==> src/rtl/pcs_pkg.sv <==
// Shared definitions for the 1G Ethernet PCS receive path: K28.5 comma
// encodings and the comma-alignment controller state type.
package pcs_pkg;

    // K28.5 in both running disparities, bit order as delivered by the GT.
    localparam logic [9:0] K28_5_RDN = 10'b0011111010;
    localparam logic [9:0] K28_5_RDP = 10'b1100000101;

    typedef enum logic [2:0] {
        HUNT   = 3'd0,
        SLIDE  = 3'd1,
        SETTLE = 3'd2,
        CHECK  = 3'd3,
        LOCKED = 3'd4
    } align_state_e;

endpackage

==> src/rtl/rx_align_ctrl_comma_det.sv <==
// Combinational K28.5 detector for one 10-bit code group (either disparity).
module comma_det
    import pcs_pkg::*;
(
    input  logic [9:0] code,
    input  logic       en,
    output logic       comma
);

    // Match against both disparities of K28.5.
    always_comb begin
        comma = 1'b0;
        if (en) begin
            comma = (code == K28_5_RDN) || (code == K28_5_RDP);
        end else begin
            comma = 1'b0;
        end
    end

endmodule

==> src/rtl/rx_align_ctrl.sv <==
// Comma-alignment and sync controller between the GT RX parallel interface
// and the 8b/10b decoder. Slides the GT until a K28.5 lands at a stable half
// of the 20-bit word, then re-pairs code groups so the comma sits in [19:10].
module rx_align_ctrl
    import pcs_pkg::*;
#(
    parameter int unsigned SLIDE_HIGH  = 2,
    parameter int unsigned SETTLE_CYC  = 32,
    parameter int unsigned HUNT_CYC    = 36,
    parameter int unsigned WINDOW      = 16,
    parameter int unsigned LOCK_COMMAS = 3,
    parameter int unsigned LOSS_MISSES = 4,
    parameter int unsigned NUM_SLIDES  = 20
) (
    input  logic        clk,
    input  logic        rst,
    input  logic [19:0] rx_data,
    output logic        rxslide,
    output logic        sync_ok,
    output logic        sync_loss,
    output logic        slide_wrap,
    output logic [4:0]  slide_cnt,
    output logic        comma_pos,
    output logic [19:0] aligned_data,
    output logic        aligned_valid
);

    localparam logic [5:0] HUNT_LAST   = 6'(HUNT_CYC - 1);
    localparam logic [5:0] SLIDE_LAST  = 6'(SLIDE_HIGH - 1);
    localparam logic [5:0] SETTLE_LAST = 6'(SETTLE_CYC - 1);
    localparam logic [5:0] WIN_LAST    = 6'(WINDOW - 1);
    localparam logic [2:0] GOOD_LOCK   = 3'(LOCK_COMMAS);
    localparam logic [2:0] MISS_LOSS   = 3'(LOSS_MISSES);
    localparam logic [4:0] WRAP_LAST   = 5'(NUM_SLIDES - 1);

    align_state_e state_r;
    logic [5:0]   cnt_r;
    logic [2:0]   good_cnt_r;
    logic [2:0]   miss_cnt_r;
    logic         seen_lat_r;
    logic         seen_oth_r;
    logic [9:0]   prev_lo_r;

    logic         comma_hi_s;
    logic         comma_lo_s;
    logic         det_en_s;
    logic         lat_now_s;
    logic         oth_now_s;
    logic         win_good_s;
    logic         win_oth_s;
    logic         win_end_s;
    logic [4:0]   slide_next_s;
    logic         slide_wraps_s;

    // Data is meaningless while the GT settles after a slide.
    assign det_en_s = (state_r != SETTLE);

    comma_det u_det_hi (.code(rx_data[19:10]), .en(det_en_s), .comma(comma_hi_s));
    comma_det u_det_lo (.code(rx_data[9:0]),   .en(det_en_s), .comma(comma_lo_s));

    // Window evaluation relative to the latched comma half, including this cycle.
    always_comb begin
        lat_now_s     = 1'b0;
        oth_now_s     = 1'b0;
        if (comma_pos) begin
            lat_now_s = comma_lo_s;
            oth_now_s = comma_hi_s;
        end else begin
            lat_now_s = comma_hi_s;
            oth_now_s = comma_lo_s;
        end
        win_good_s    = seen_lat_r | lat_now_s;
        win_oth_s     = seen_oth_r | oth_now_s;
        win_end_s     = (cnt_r == WIN_LAST);
        slide_wraps_s = (slide_cnt == WRAP_LAST);
        if (slide_wraps_s) begin
            slide_next_s = 5'd0;
        end else begin
            slide_next_s = slide_cnt + 5'd1;
        end
    end

    // Alignment FSM with registered control outputs and window bookkeeping.
    always_ff @(posedge clk) begin
        if (rst) begin
            state_r    <= HUNT;
            cnt_r      <= 6'd0;
            good_cnt_r <= 3'd0;
            miss_cnt_r <= 3'd0;
            seen_lat_r <= 1'b0;
            seen_oth_r <= 1'b0;
            rxslide    <= 1'b0;
            sync_ok    <= 1'b0;
            sync_loss  <= 1'b0;
            slide_wrap <= 1'b0;
            slide_cnt  <= 5'd0;
            comma_pos  <= 1'b0;
        end else begin
            sync_loss  <= 1'b0;
            slide_wrap <= 1'b0;
            case (state_r)
                HUNT: begin
                    if (comma_hi_s) begin
                        comma_pos <= 1'b0;
                        state_r   <= CHECK;
                        cnt_r     <= 6'd0;
                    end else if (comma_lo_s) begin
                        comma_pos <= 1'b1;
                        state_r   <= CHECK;
                        cnt_r     <= 6'd0;
                    end else if (cnt_r == HUNT_LAST) begin
                        state_r    <= SLIDE;
                        cnt_r      <= 6'd0;
                        rxslide    <= 1'b1;
                        slide_cnt  <= slide_next_s;
                        slide_wrap <= slide_wraps_s;
                    end else begin
                        cnt_r <= cnt_r + 6'd1;
                    end
                end
                SLIDE: begin
                    if (cnt_r == SLIDE_LAST) begin
                        state_r <= SETTLE;
                        cnt_r   <= 6'd0;
                        rxslide <= 1'b0;
                    end else begin
                        cnt_r <= cnt_r + 6'd1;
                    end
                end
                SETTLE: begin
                    rxslide <= 1'b0;
                    if (cnt_r == SETTLE_LAST) begin
                        state_r <= HUNT;
                        cnt_r   <= 6'd0;
                    end else begin
                        cnt_r <= cnt_r + 6'd1;
                    end
                end
                CHECK: begin
                    if (win_end_s) begin
                        cnt_r      <= 6'd0;
                        seen_lat_r <= 1'b0;
                        seen_oth_r <= 1'b0;
                        if (win_good_s) begin
                            if (good_cnt_r + 3'd1 == GOOD_LOCK) begin
                                state_r    <= LOCKED;
                                good_cnt_r <= 3'd0;
                                miss_cnt_r <= 3'd0;
                                sync_ok    <= 1'b1;
                            end else begin
                                good_cnt_r <= good_cnt_r + 3'd1;
                            end
                        end else if (win_oth_s) begin
                            state_r    <= HUNT;
                            good_cnt_r <= 3'd0;
                        end else begin
                            state_r    <= SLIDE;
                            good_cnt_r <= 3'd0;
                            rxslide    <= 1'b1;
                            slide_cnt  <= slide_next_s;
                            slide_wrap <= slide_wraps_s;
                        end
                    end else begin
                        cnt_r      <= cnt_r + 6'd1;
                        seen_lat_r <= win_good_s;
                        seen_oth_r <= win_oth_s;
                    end
                end
                LOCKED: begin
                    if (win_end_s) begin
                        cnt_r      <= 6'd0;
                        seen_lat_r <= 1'b0;
                        seen_oth_r <= 1'b0;
                        if (win_good_s) begin
                            miss_cnt_r <= 3'd0;
                        end else if (miss_cnt_r + 3'd1 == MISS_LOSS) begin
                            state_r    <= HUNT;
                            miss_cnt_r <= 3'd0;
                            sync_ok    <= 1'b0;
                            sync_loss  <= 1'b1;
                        end else begin
                            miss_cnt_r <= miss_cnt_r + 3'd1;
                        end
                    end else begin
                        cnt_r      <= cnt_r + 6'd1;
                        seen_lat_r <= win_good_s;
                        seen_oth_r <= win_oth_s;
                    end
                end
                default: begin
                    state_r    <= HUNT;
                    cnt_r      <= 6'd0;
                    good_cnt_r <= 3'd0;
                    miss_cnt_r <= 3'd0;
                    seen_lat_r <= 1'b0;
                    seen_oth_r <= 1'b0;
                    rxslide    <= 1'b0;
                    sync_ok    <= 1'b0;
                end
            endcase
        end
    end

    // Re-pair code groups so the comma-carrying group always lands in [19:10].
    always_ff @(posedge clk) begin
        if (rst) begin
            prev_lo_r     <= 10'd0;
            aligned_data  <= 20'd0;
            aligned_valid <= 1'b0;
        end else begin
            prev_lo_r <= rx_data[9:0];
            if (comma_pos) begin
                aligned_data <= {prev_lo_r, rx_data[19:10]};
            end else begin
                aligned_data <= rx_data;
            end
            aligned_valid <= (state_r == LOCKED);
        end
    end

endmodule

==> config.mk <==
export PLATFORM = sky130hd
export DESIGN_NAME = rx_align_ctrl
export DESIGN_NICKNAME = d
export VERILOG_FILES = /design/src/rtl/pcs_pkg.sv /design/src/rtl/rx_align_ctrl_comma_det.sv /design/src/rtl/rx_align_ctrl.sv
export SDC_FILE = /design/constraint.sdc
export NUM_CORES = 1
export LEC_CHECK = 0
export ABC_CLOCK_PERIOD_IN_PS = 3400
export CAP_MARGIN = 20
export CORE_ASPECT_RATIO = 2
export CORE_UTILIZATION = 56
export DETAILED_ROUTE_END_ITERATION = 12
export HOLD_SLACK_MARGIN = 0.06
export PLACE_DENSITY = 0.92
export SKIP_LAST_GASP = 1
export SLEW_MARGIN = 20
export SYNTH_ARGS = -nofsm -noshare
export SYNTH_HDL_FRONTEND = slang
export SYNTH_SLANG_ARGS = --single-unit
==> constraint.sdc <==
create_clock -name clk -period 3.4 [get_ports clk]
set_input_delay 0.34 -clock clk [delete_from_list [all_inputs] [get_ports clk]]
set_output_delay 0.34 -clock clk [all_outputs]
set_load 0.01 [all_outputs]
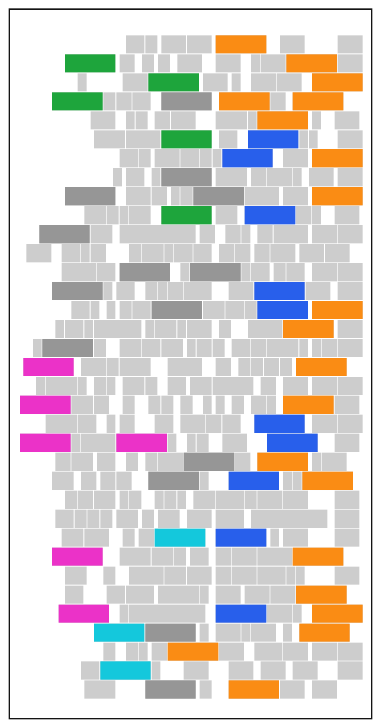
*Sequential cells coloured by netlist name, run 1*
Other sequential cells in the stronger grey, the rest of the logic in the fainter grey.
name in the netlist	colour	flops
`miss_cnt_r`	cyan	3
`prev_lo_r`	blue	10
`cnt_r`	magenta	6
`aligned_data`	orange	20
`slide_cnt`	green	5
Flop area: 0.001161 mm2
flop share of the area: 0.3275
sequential power: 0.000787 W
Util after Layout: 0.7567

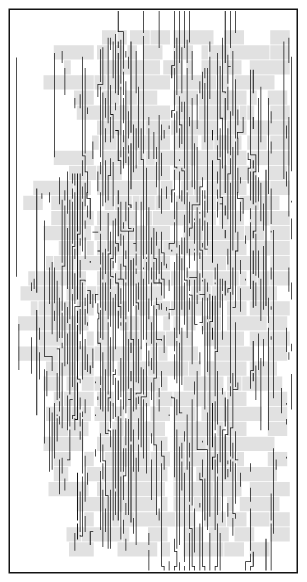
*Met2 routing, run 1*
main direction	vertical
share of all routed wire	56%
nets with wire on the layer	345
routing usage on met2: 0.5255
routed via count: 2,592

==> impl_metrics.tcl, run 1 <==
# yosys + openroad results
set metrics [dict create \
    antenna_found_initial 0 \
    syn_area_mm2 0.002771 \
    final-clk-cell-share 0.06775 \
    lay_top_count "dfxtp_1" \
    comb-power_w 0.000515 \
    finalSetupViolCount 0 \
    ys_sh_simple 0.2754 \
    cts_max_level 3 \
    comb_area_mm2 0.001500 \
    fp_nets 331 \
    r2r_end "miss_cnt_r[2]" \
    drc 0 \
    outcome "complete, no violations" \
    io_buffer_count 52 \
    cts_setup_buffers 0 \
    layout.nonclk_buf_frac 0.1517 \
    fmax_ghz 0.3575 \
    slew_viol_final 0 \
    die_y_um 101.5 \
    finClkSkew_ps 10.71 \
    crit_buf_inv 1 \
    power_frac_clock 0.373 \
    n_clock_buffer 9 \
    antenna_left 0 \
    syn_inst 302 \
    top_area_cell "dfxtp_1" \
    crit_cells 7 \
    r2r_start "state_r[1]" \
    rrSetupSlack_ps 740 \
    power_frac_comb 0.248 \
    die_area_mm2 0.005252 \
    dp_cells 397 \
    grt_pass1_vias 2440 \
    rsz0062_at_grt "false" \
    edf_count 0 \
    fin_crit_ps 2797 \
    hold_end "comma_pos" \
    clkLatencyLatePin_ps 350 \
    worst-r2r-cell-count 6 \
    design_area_mm2 0.003546 \
    tool_warnings 29 \
    rows 35 \
    die_x_um 51.75 \
    yosysWarnings 0 \
    hold_path.class "input port to flop" \
    grt_pass1_wl_um 11430 \
    ys_sh_adder 0.03160 \
    worstPathCellList "clkdlybuf4s50_1 -> or4_1 -> nor4_1 -> or4_4 -> nand2_1 -> or4_1 -> a21oi_1" \
    cts_tree "yes" \
    peakVddDrop_v 0.0005045 \
    hold_buffers 0 \
    drive_gt1_frac 0.09497 \
    ys_cells 302 \
    initCoreUtil 0.5915 \
    powerDensity_mw_per_mm2 585.6 \
    critPathSlowestCell "or4_1" \
    drt_first_pass_iters 5 \
    ys_ff 58 \
    tns_ps 0 \
    cp_common_cell "or4_1" \
    largest_reg_flops 20 \
    multiInputCombCellCount 219 \
]
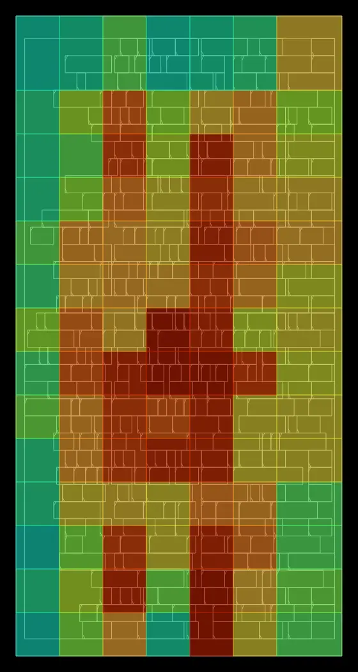
*Routing congestion map, run 1*
busiest grt layer: met2
GR Util met3: 0.07057
GRT Overall Usage: 0.2939

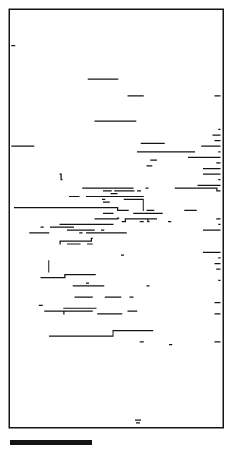
*Signal wires on met3, run 1*
The bar under the picture is 20 um long.
main direction	horizontal
wire length on this layer	355 um
final WL: 7140 um

## Run 2: what changed since run 1
--- a/config.mk
+++ b/config.mk
@@ -5,13 +5,13 @@
 export SDC_FILE = /design/constraint.sdc
 export NUM_CORES = 1
 export LEC_CHECK = 0
-export ABC_CLOCK_PERIOD_IN_PS = 3400
+export ABC_CLOCK_PERIOD_IN_PS = 2330
 export CAP_MARGIN = 20
 export CORE_ASPECT_RATIO = 2
-export CORE_UTILIZATION = 56
+export CORE_UTILIZATION = 47
 export DETAILED_ROUTE_END_ITERATION = 12
 export HOLD_SLACK_MARGIN = 0.06
-export PLACE_DENSITY = 0.92
+export PLACE_DENSITY = 0.83
 export SKIP_LAST_GASP = 1
 export SLEW_MARGIN = 20
 export SYNTH_ARGS = -nofsm -noshare
==> constraint.sdc (replaced) <==
create_clock -name clk -period 2.33 [get_ports clk]
set_input_delay 0.233 -clock clk [delete_from_list [all_inputs] [get_ports clk]]
set_output_delay 0.233 -clock clk [all_outputs]
set_load 0.01 [all_outputs]
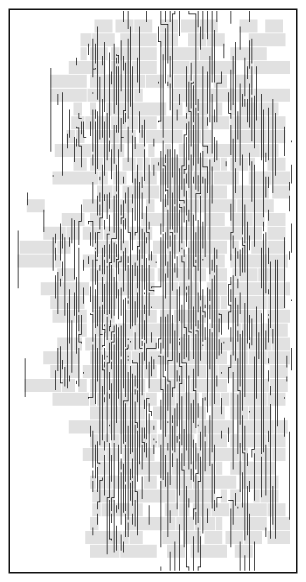
*Met2 routing, run 2*
main direction	vertical
share of all routed wire	55%
wire length on this layer	4,410 um
nets with wire on the layer	389
routing usage on met2: 0.4500
routed via count: 2,808

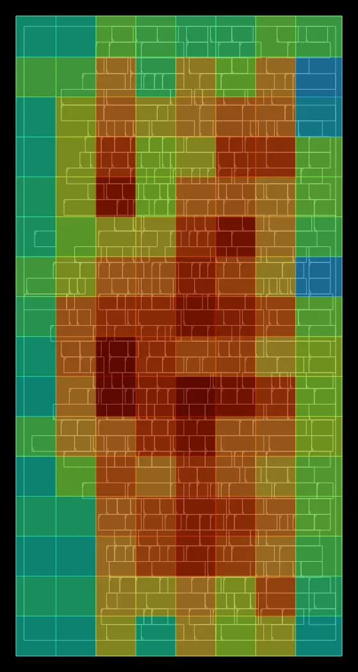
*Routing congestion map, run 2*
GRT Overall Usage: 0.2534
M1 GR Usage: 0.2325
GR Util met3: 0.06206
routed length per placed instance: 17.20 um
Util after Layout: 0.7171

==> run 2 against run 1 <==
The run now ends with negative setup slack left. Die area rose by 19%. Clock skew fell by 5.7 ps. Final cell count rose by 12%. Non-clock buffer count rose by 45. Core utilization fell by 4.0 points. Via count rose by 8.3%. Sequential share of layout area fell by 4.4 points. Flip-flop count did not move. First-iteration DRC count rose by 27%.
==> impl_metrics.tcl, run 2 <==
# yosys + openroad results
set metrics [dict create \
    drt_first_pass_iters 5 \
    switching_share 0.2867 \
    design_area_mm2 0.004094 \
    r2r_start "state_r[2]" \
    outcome "complete, but fails checks" \
    syn_area_mm2 0.002771 \
    die_area_mm2 0.006227 \
    clkLatencyLatePin_ps 330 \
    power_frac_clock 0.405 \
    drt_iter0_drc 150 \
    reg_top3 "aligned_data: 20 flops, prev_lo_r: 10 flops, cnt_r: 6 flops" \
    ys_cells 302 \
    grt_pass1_wl_um 12100 \
    powerDensity_mw_per_mm2 853.8 \
    fmax_ghz 0.4280 \
    overflow 0 \
    sh_seq_area 0.2839 \
    dp_cells 445 \
    fp_nets 331 \
    finClkSkew_ps 4.961 \
    cts_tree "yes" \
    relSlewSlack 0.5617 \
    comb-power_w 0.000954 \
    finalCritPeriodShare 1.003 \
    fin_crit_ps 2337 \
    final-clk-cell-share 0.07824 \
    antenna_found_initial 0 \
    synth.most_common_cell "dfxtp_1" \
    lay_top_count "dfxtp_1" \
    antenna_left 0 \
    common_cells "dfxtp_1 (58), nor2_1 (35), mux2i_1 (23)" \
    syn_inst 302 \
    hold_buffers 0 \
    tns_ps -6.627 \
    tap_cells 61 \
    comb_area_mm2 0.001590 \
    ys_sh_adder 0.03160 \
    layout.nets 427 \
    n_clock_buffer 11 \
    worstPathCellList "nor3b_4 -> buf_6 -> nor4_4 -> or4_4 -> and2_4 -> or4_4 -> o41ai_4" \
    critPathSlowestCell "or4_4" \
    die_x_um 56.30 \
    hold_end "prev_lo_r[6]" \
    violations "negative setup slack" \
    ys_sh_xor 0.01580 \
    multiInputCombCellCount 219 \
    nFlopsAndLatches 58 \
    crit_buf_inv 1 \
    top_area_cell "dfxtp_1" \
    startpoint_type "flop" \
    final_cell_mix "dfxtp_1 (57), buf_4 (47), clkdlybuf4s50_1 (40)" \
    wl_um 7979 \
    drive_gt1_frac 0.2233 \
    io_buffer_count 52 \
    crit_family "simple AND/OR/NAND/NOR gates" \
    async_flop_share 0 \
    place_ws_ps -442.1 \
    place_area_mm2 0.003628 \
    ys_sh_simple 0.2754 \
    worstHoldStart "rx_data[6]" \
    cts_max_level 3 \
    slew_viol_final 0 \
    hold_path.class "input port to flop" \
    grt_pass1_vias 2747 \
    edf_count 0 \
    top_area_frac 0.4190 \
    peakVddDrop_v 0.0008532 \
    drc 0 \
    worst-r2r-cell-count 7 \
    cp_common_cell "or4_4" \
    p_seq_w 0.00113 \
    yosys_area_mm2 0.002771 \
    largest_reg_flops 20 \
    layout.nonclk_buf_frac 0.2216 \
    rows 39 \
    tool_warnings 31 \
    rrSetupSlack_ps -7 \
    topCombFamilyByArea "simple AND/OR/NAND/NOR gates" \
    ff_latch_area_mm2 0.001162 \
    cts_setup_buffers 0 \
    synth.distinct_cells 56 \
    drt-met1-wl_um 2707 \
    ys_ff 58 \
    dr_wl_met2_um 4407 \
    ys_sh_aoi 0.1354 \
    worst_slack_ps -6.627 \
    yosysWarnings 0 \
    rsz0062_at_grt "true" \
    r2r_end "miss_cnt_r[2]" \
    die_y_um 110.6 \
    cap_violations 0 \
    vias_per_cell 6.052 \
    ys_seq_frac 0.4190 \
    power_frac_comb 0.273 \
    crit_cells 7 \
    wl_met3_um 393 \
    finalSetupViolCount 1 \
    busiest_layer "met2" \
    initCoreUtil 0.4854 \
]
## Run 3: what changed since run 2
--- a/config.mk
+++ b/config.mk
@@ -5,13 +5,14 @@
 export SDC_FILE = /design/constraint.sdc
 export NUM_CORES = 1
 export LEC_CHECK = 0
-export ABC_CLOCK_PERIOD_IN_PS = 2330
+export ABC_CLOCK_PERIOD_IN_PS = 2130
 export CAP_MARGIN = 20
 export CORE_ASPECT_RATIO = 2
 export CORE_UTILIZATION = 47
 export DETAILED_ROUTE_END_ITERATION = 12
 export HOLD_SLACK_MARGIN = 0.06
 export PLACE_DENSITY = 0.83
+export RECOVER_POWER = 100
 export SKIP_LAST_GASP = 1
 export SLEW_MARGIN = 20
 export SYNTH_ARGS = -nofsm -noshare
==> constraint.sdc (replaced) <==
create_clock -name clk -period 2.13 [get_ports clk]
set_input_delay 0.213 -clock clk [delete_from_list [all_inputs] [get_ports clk]]
set_output_delay 0.213 -clock clk [all_outputs]
set_load 0.01 [all_outputs]
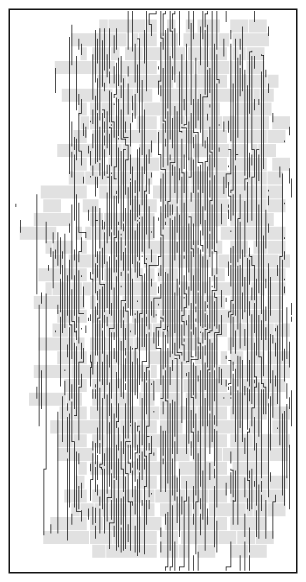
*Met2 routing, run 3*
share of all routed wire	55%
wire length on this layer	5,560 um
nets with wire on the layer	421
longest straight run	47.6 um
main direction	vertical
routing usage on met2: 0.5413
routed via count: 3,069
final WL: 10,200 um

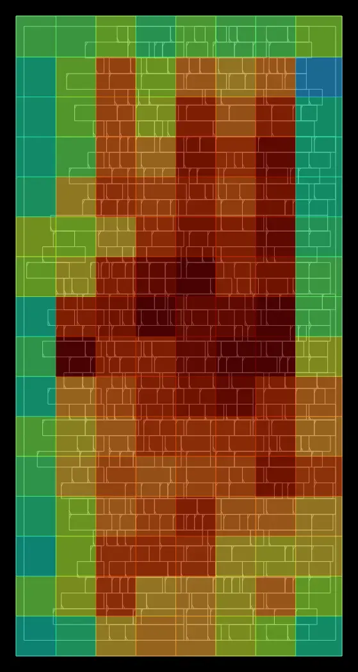
*Routing congestion map, run 3*
routed length per placed instance: 21.24 um
Util after Layout: 0.7554

==> run 3 against run 2 <==
The flow still finishes with violations (negative setup slack). Critical path depth is the same. Final cell count grew 3.4%. Clock skew grew 1.6 ps. Critical path type unchanged. Register-to-register slack lost 280 ps. Critical endpoint unchanged. Sequential power grew about 10%. Worst hold slack lost 50 ps. Count of clock-buffer cells in the layout shrank 2. Global-route usage grew 4.6 points. Area after synthesis is the same. Highest routed layer unchanged. Core utilization grew 3.8 points. First-iteration DRC count grew 74%. Total power grew 15%.
==> impl_metrics.tcl, run 3 <==
# yosys + openroad results
set metrics [dict create \
    ys_sh_xor 0.01580 \
    tap_cells 61 \
    ff_latch_area_mm2 0.001164 \
    async_flop_share 0 \
    die_x_um 56.30 \
    die_y_um 110.6 \
    p_seq_w 0.00124 \
    finalCritPeriodShare 1.135 \
    comb-power_w 0.00127 \
    finClkSkew_ps 6.514 \
    worstPathCellList "nor3b_4 -> buf_4 -> nor4_4 -> or4_4 -> and2_4 -> or4_4 -> o41ai_4" \
    fp_nets 331 \
    cts_tree "yes" \
    syn_area_mm2 0.002771 \
    r2r_start "state_r[1]" \
    met3_usage 0.06909 \
    ys_ff 58 \
    hold_end "prev_lo_r[4]" \
    fin_crit_ps 2418 \
    drt_iter0_drc 261 \
    lay_top_count "buf_4" \
    tool_warnings 32 \
    design_area_mm2 0.004313 \
    synth.distinct_cells 56 \
    comb_area_mm2 0.001735 \
    place_area_mm2 0.003689 \
    finalSetupViolCount 11 \
    ys_cells 302 \
    top_area_frac 0.4190 \
    peakVddDrop_v 0.0009110 \
    antenna_found_initial 0 \
    grt_pass1_vias 3010 \
    nFlopsAndLatches 58 \
    slew_viol_final 0 \
    rows 39 \
    relSlewSlack 0.5906 \
    met1_usage 0.2791 \
    crit_buf_inv 1 \
    grt_use_total 0.2989 \
    power_frac_clock 0.371 \
    syn_inst 302 \
    top_area_cell "dfxtp_1" \
    edf_count 0 \
    yosys_area_mm2 0.002771 \
    cts_setup_buffers 8 \
    powerDensity_mw_per_mm2 928.2 \
    crit_family "simple AND/OR/NAND/NOR gates" \
    rrSetupSlack_ps -290 \
    startpoint_type "flop" \
    yosysWarnings 0 \
    hold_path.class "input port to flop" \
    place_ws_ps -705.5 \
    worst_slack_ps -287.7 \
    reg_top3 "aligned_data: 20 flops, prev_lo_r: 10 flops, cnt_r: 6 flops" \
    io_buffer_count 52 \
    drt-met1-wl_um 3382 \
    die_area_mm2 0.006227 \
    crit_cells 7 \
    dp_cells 453 \
    worstHoldStart "rx_data[4]" \
    ys_sh_adder 0.03160 \
    power_frac_comb 0.318 \
    ys_sh_aoi 0.1354 \
    outcome "complete, but fails checks" \
    cp_common_cell "or4_4" \
    tns_ps -1350 \
    clkLatencyLatePin_ps 340 \
    violations "negative setup slack" \
    sh_seq_area 0.2698 \
    hold_buffers 0 \
]
Power figures rest on the tool's default switching activity, not on a simulated workload.
